congestion.png
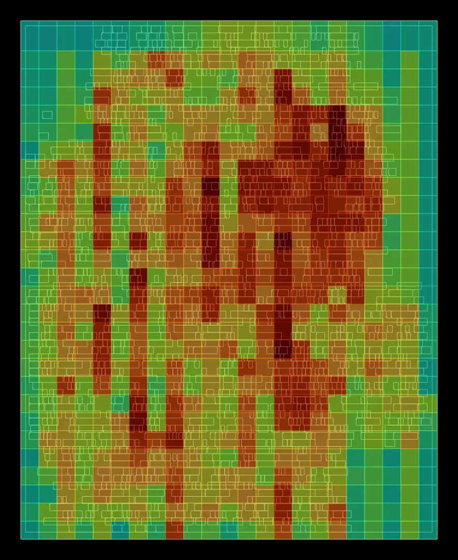
logic_types.png
Drawn at 1.5 px/um.
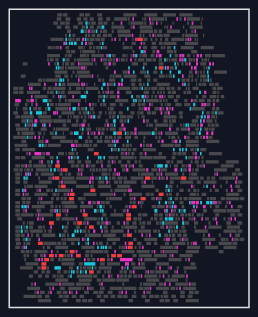
placement_by_type.png
Drawn at 2 px/um.
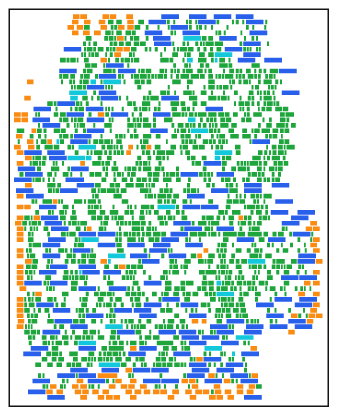
detail.png
Window x 67 to 92, y 47 to 72 um. Cells in grey, sequential cells in the stronger grey; small squares are vias.
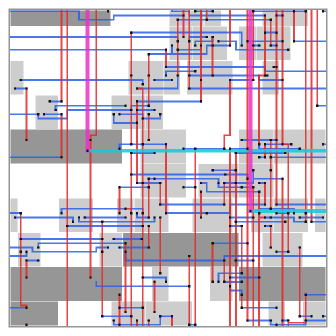
io_placement.png
Drawn at 2 px/um. Pins as bars across the die edge, other pins in grey.
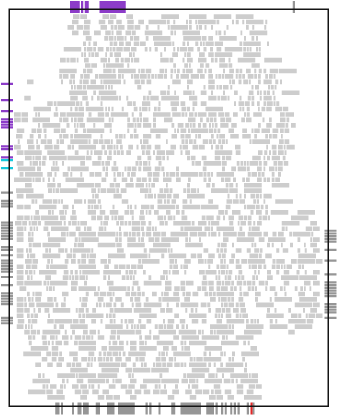
File: config.mk
export PLATFORM = sky130hd
export DESIGN_NAME = mul_div_unit
export DESIGN_NICKNAME = d
export VERILOG_FILES = /design/src/rtl/mul_div_pkg.sv /design/src/rtl/mul_div_unit.sv
export SDC_FILE = /design/constraint.sdc
export NUM_CORES = 1
export LEC_CHECK = 0
export CAP_MARGIN = 20
export CORE_ASPECT_RATIO = 1.25
export CORE_MARGIN = 1.5
export CORE_UTILIZATION = 45
export DETAILED_ROUTE_END_ITERATION = 8
export GPL_ROUTABILITY_DRIVEN = 0
export PLACE_DENSITY = 0.65
export SLEW_MARGIN = 20
export SYNTH_ARGS = -nofsm -noshare
export SYNTH_HDL_FRONTEND = slang
export SYNTH_SLANG_ARGS = --single-unit
File: constraint.sdc
create_clock -name Clock -period 15.7 [get_ports Clock]
set_clock_uncertainty 0.05 [all_clocks]
set_input_delay 2.355 -clock Clock [delete_from_list [all_inputs] [get_ports Clock]]
set_output_delay 2.355 -clock Clock [all_outputs]
set_load 0.03 [all_outputs]
File: src/rtl/mul_div_pkg.sv
// Shared op encodings and FSM states for the iterative multiply/divide unit.
package mul_div_pkg;

  typedef enum logic [1:0] {
    OP_MULT  = 2'b00,
    OP_MULTU = 2'b01,
    OP_DIV   = 2'b10,
    OP_DIVU  = 2'b11
  } op_e;

  typedef enum logic [1:0] {
    IDLE = 2'b00,
    RUN  = 2'b01,
    FIX  = 2'b10
  } state_e;

endpackage

File: src/rtl/mul_div_unit.sv
// Iterative MULT/MULTU/DIV/DIVU unit, one bit per cycle, HI/LO results.
// Optional MUL_DIV_MTHILO_EN adds direct HI/LO writes while idle.
module mul_div_unit
  import mul_div_pkg::*;
#(
  parameter int WIDTH = 32
) (
  input  logic             Clock,
  input  logic             Reset,
`ifdef MUL_DIV_MTHILO_EN
  input  logic             HiWrite,
  input  logic             LoWrite,
  input  logic [WIDTH-1:0] WrData,
`endif
  input  logic             Start,
  input  logic [1:0]       Op,
  input  logic [WIDTH-1:0] A,
  input  logic [WIDTH-1:0] B,
  output logic             Busy,
  output logic             Done,
  output logic             DivZero,
  output logic [WIDTH-1:0] Hi,
  output logic [WIDTH-1:0] Lo
);

  localparam int CW = $clog2(WIDTH + 1);

  function automatic logic [WIDTH-1:0] mag(
    input logic [WIDTH-1:0] v,
    input logic             s
  );
    return (s && v[WIDTH-1]) ? -v : v;
  endfunction

  state_e          state, state_nx;
  logic [CW-1:0]   cnt;
  op_e             op_q;
  logic            sa, sb, dz;
  logic [WIDTH-1:0] r, q, d;

  logic            accept, last, sgn, bzero;
  logic            run_st, fix_st, fix_wr;

  logic [WIDTH:0]     msum, dshift, ddiff;
  logic [2*WIDTH-1:0] prod, prod_s;
  logic [WIDTH-1:0]   quo, rem;

  assign sgn    = ~Op[0];
  assign bzero  = (B == '0);
  assign accept = (state == IDLE) && Start;
  assign last   = (cnt == CW'(WIDTH));

  always_ff @(posedge Clock or posedge Reset) begin
    if (Reset) state <= IDLE;
    else       state <= state_nx;
  end

  always_comb begin
    state_nx = state;
    unique case (state)
      IDLE: begin
        if (Start) begin
          // Divide by zero has nothing to iterate on.
          if (Op[1] && bzero) state_nx = FIX;
          else                state_nx = RUN;
        end
      end
      RUN: begin
        if (last) state_nx = FIX;
      end
      FIX: begin
        state_nx = IDLE;
      end
      default: state_nx = IDLE;
    endcase
  end

  always_comb begin
    Busy   = (state != IDLE);
    run_st = (state == RUN);
    fix_st = (state == FIX);
    fix_wr = fix_st && !dz;
  end

  always_ff @(posedge Clock or posedge Reset) begin
    if (Reset) begin
      cnt <= '0;
    end else if (accept) begin
      cnt <= '0;
    end else if (run_st && !last) begin
      cnt <= cnt + 1'b1;
    end
  end

  always_comb begin
    msum   = {1'b0, r} + (q[0] ? {1'b0, d} : '0);
    dshift = {r, q[WIDTH-1]};
    ddiff  = dshift - {1'b0, d};
  end

  always_ff @(posedge Clock or posedge Reset) begin
    if (Reset) begin
      op_q <= OP_MULT;
      sa   <= 1'b0;
      sb   <= 1'b0;
      dz   <= 1'b0;
      r    <= '0;
      q    <= '0;
      d    <= '0;
    end else if (accept) begin
      op_q <= op_e'(Op);
      sa   <= sgn && A[WIDTH-1];
      sb   <= sgn && B[WIDTH-1];
      dz   <= Op[1] && bzero;
      r    <= '0;
      q    <= mag(A, sgn);
      d    <= mag(B, sgn);
    end else if (run_st && !last) begin
      if (!op_q[1]) begin
        r <= msum[WIDTH:1];
        q <= {msum[0], q[WIDTH-1:1]};
      end else if (!ddiff[WIDTH]) begin
        r <= ddiff[WIDTH-1:0];
        q <= {q[WIDTH-2:0], 1'b1};
      end else begin
        r <= dshift[WIDTH-1:0];
        q <= {q[WIDTH-2:0], 1'b0};
      end
    end
  end

  // Magnitudes were iterated; restore signs here.
  always_comb begin
    prod   = {r, q};
    prod_s = (sa ^ sb) ? -prod : prod;
    quo    = (sa ^ sb) ? -q : q;
    rem    = sa ? -r : r;
  end

  always_ff @(posedge Clock or posedge Reset) begin
    if (Reset) begin
      Done    <= 1'b0;
      DivZero <= 1'b0;
      Hi      <= '0;
      Lo      <= '0;
    end else begin
      Done    <= fix_st;
      DivZero <= fix_st && dz;
      if (fix_wr) begin
        if (op_q[1]) begin
          Hi <= rem;
          Lo <= quo;
        end else begin
          Hi <= prod_s[2*WIDTH-1:WIDTH];
          Lo <= prod_s[WIDTH-1:0];
        end
      end
`ifdef MUL_DIV_MTHILO_EN
      else if (state == IDLE) begin
        if (HiWrite) Hi <= WrData;
        if (LoWrite) Lo <= WrData;
      end
`endif
    end
  end

endmodule

==> reports/writeup.txt <==
The design draws 3.896 mW. The report gives the cell count of the worst hold path as 2. Derived from the worst setup path, the maximum achievable clock frequency is 196.0 MHz. Dividing total power by cell area gives a power density of 245.4 nW/um2.

The pin closest to its max-slew limit shows a slew of 1.172 ns. The gate-level netlist out of Yosys references 72 unique cell types. The tools report the startpoint of the worst register-to-register path as q[31].

The detailed placer reported the number of placed instances as 2170. The root buffer cell chosen for the clock tree is sky130_fd_sc_hd__clkbuf_16. Count of plain and timing-repair buffers in the layout: 148.

The library cells used most frequently in the layout, excluding fill and tap cells, are sky130_fd_sc_hd__nand2_1, sky130_fd_sc_hd__o21ai_0, sky130_fd_sc_hd__dfrtp_1. The detailed router placed 12922 vias in this run. Required time of the critical path: 16.03 ns. Fraction of layout instances using a drive strength above 1: 0.03944. The tools report the setup slack of the critical path after layout as 10.60 ns. The post-synthesis simple-gate area fraction is 0.1952, and the inverter tally of the final layout excluding the clock network is 69. The tools report the start point of the critical path as B[4]. Largest cell class by area: logic gates. The run finished with clean final reports. The final-layout setup total negative slack came out at 0 ns.

The run gives 0.106 for the portion of total power attributed to the clock network. The time the final worst path needs with I/O delays and setup works out to 5.102 ns. The synthesis report lists the Yosys warning total as 0.

The number of flip-flops and latches is 174, and the area fraction in full adders, half adders and majority gates is 0.06707. The number of CTS-inserted buffers was 17; the count of instances resized after the clock tree is built was 0. The multiplexer area fraction after synthesis is 0.02813, and the number of clock sinks seen by CTS is 174. The post-synthesis xor/xnor area fraction is 0.1116.

Setup repair after global routing left no endpoint under its margin. Initial antenna violation count: 1. The type recorded for the worst min-delay path is register to register. The total tool warning count is 31. Met2 routing resource usage after global routing: 0.4518. The number of nets in the final layout was 1930; the share of the cycle needed by the critical path after routing was 0.3250. Terminating pin of the worst hold path: Hi[6]. After detailed routing, the met2 layer carries 20.12 mm of wire. The worst setup path is captured at a register.

The flip-flop and latch count after synthesis came out at 174. Biggest area consumer among synthesized cells: sky130_fd_sc_hd__dfrtp_1. The run gives 0.3134 as the global routing usage on met1. The run gives 2.100 mm as the routed wire length on met3. The HPWL after detailed placement is 31.07 mm.

In the final layout, the multi-input gates occupy 8741 um2. Per the post-CTS timing run, clock transition at the registers of the reported paths is 0.07 ns. The run gives 158.8 um for the die outline width.
Notes on congestion.png above:
overall fraction of global-route tracks in use: 0.2637
Avg WL per Cell: 18.89 um
layer carrying the most global-route usage: met2

Notes on logic_types.png above:
legend:
  cyan:
    family: nor cells
    cells: 200
    most_used: nor2_1
  magenta:
    family: nand cells
    cells: 308
    most_used: nand2_1
    where: spread over the die
  red:
    family: mux cells
    cells: 38
    most_used: mux2i_1
most used logic cell in the final layout: sky130_fd_sc_hd__nand2_1
fraction of standard cell area in multi-input logic: 0.5505
count of non-filler cells in the finished layout: 2202

Notes on placement_by_type.png above:
legend:
  orange:
    class: remaining buffers and delay cells
    cells: 148
  blue:
    class: sequential cells
    cells: 174
  cyan:
    class: clock drivers and dummy loads
    cells: 30
  green:
    class: combinational and other logic
    cells: 1448
proportion of cell area occupied by registers: 0.2743
Finished Core Util: 0.5304
Std-Cell Rows: 71
core region area: 29940 um2
Post-Layout Inst Area: 15880 um2

Notes on detail.png above:
legend:
  cyan:
    layer: metal 3
  blue:
    layer: metal 1
  magenta:
    layer: metal 4
  red:
    layer: metal 2
cells with their middle in the window: 37
sequential cells in the window: 4
most frequent: o21ai_0 (8), o211ai_1 (7), nand2_1 (6)
netlist names of flops here include: q (3), Lo (1)

Notes on io_placement.png above:
legend:
  cyan:
    port: Op
    pins: 2
    direction: input
    edge: west
  red:
    port: Reset
    pins: 1
    direction: input
    edge: south
  purple:
    port: B
    pins: 32
    direction: input
    edge: 22 north, 10 west
all pins by edge: 53 south, 41 west, 23 north, 19 east

==> worst reg2reg max path, stage by stage, from the launching register on <==
cell and delay [ns]:
sky130_fd_sc_hd__dfrtp_1 0.39, sky130_fd_sc_hd__inv_1 0.12, sky130_fd_sc_hd__ha_1 0.25, sky130_fd_sc_hd__fa_1 0.40, sky130_fd_sc_hd__nand2b_1 0.19, sky130_fd_sc_hd__a21oi_1 0.25, sky130_fd_sc_hd__o31a_1 0.32, sky130_fd_sc_hd__o211ai_1 0.17
sky130_fd_sc_hd__and3_1 0.24, sky130_fd_sc_hd__o21ai_1 0.12, sky130_fd_sc_hd__buf_4 0.25, sky130_fd_sc_hd__nand2_1 0.67, sky130_fd_sc_hd__mux2_2 0.54, sky130_fd_sc_hd__o221ai_1 0.15
Power figures rest on the tool's default switching activity, not on a simulated workload.
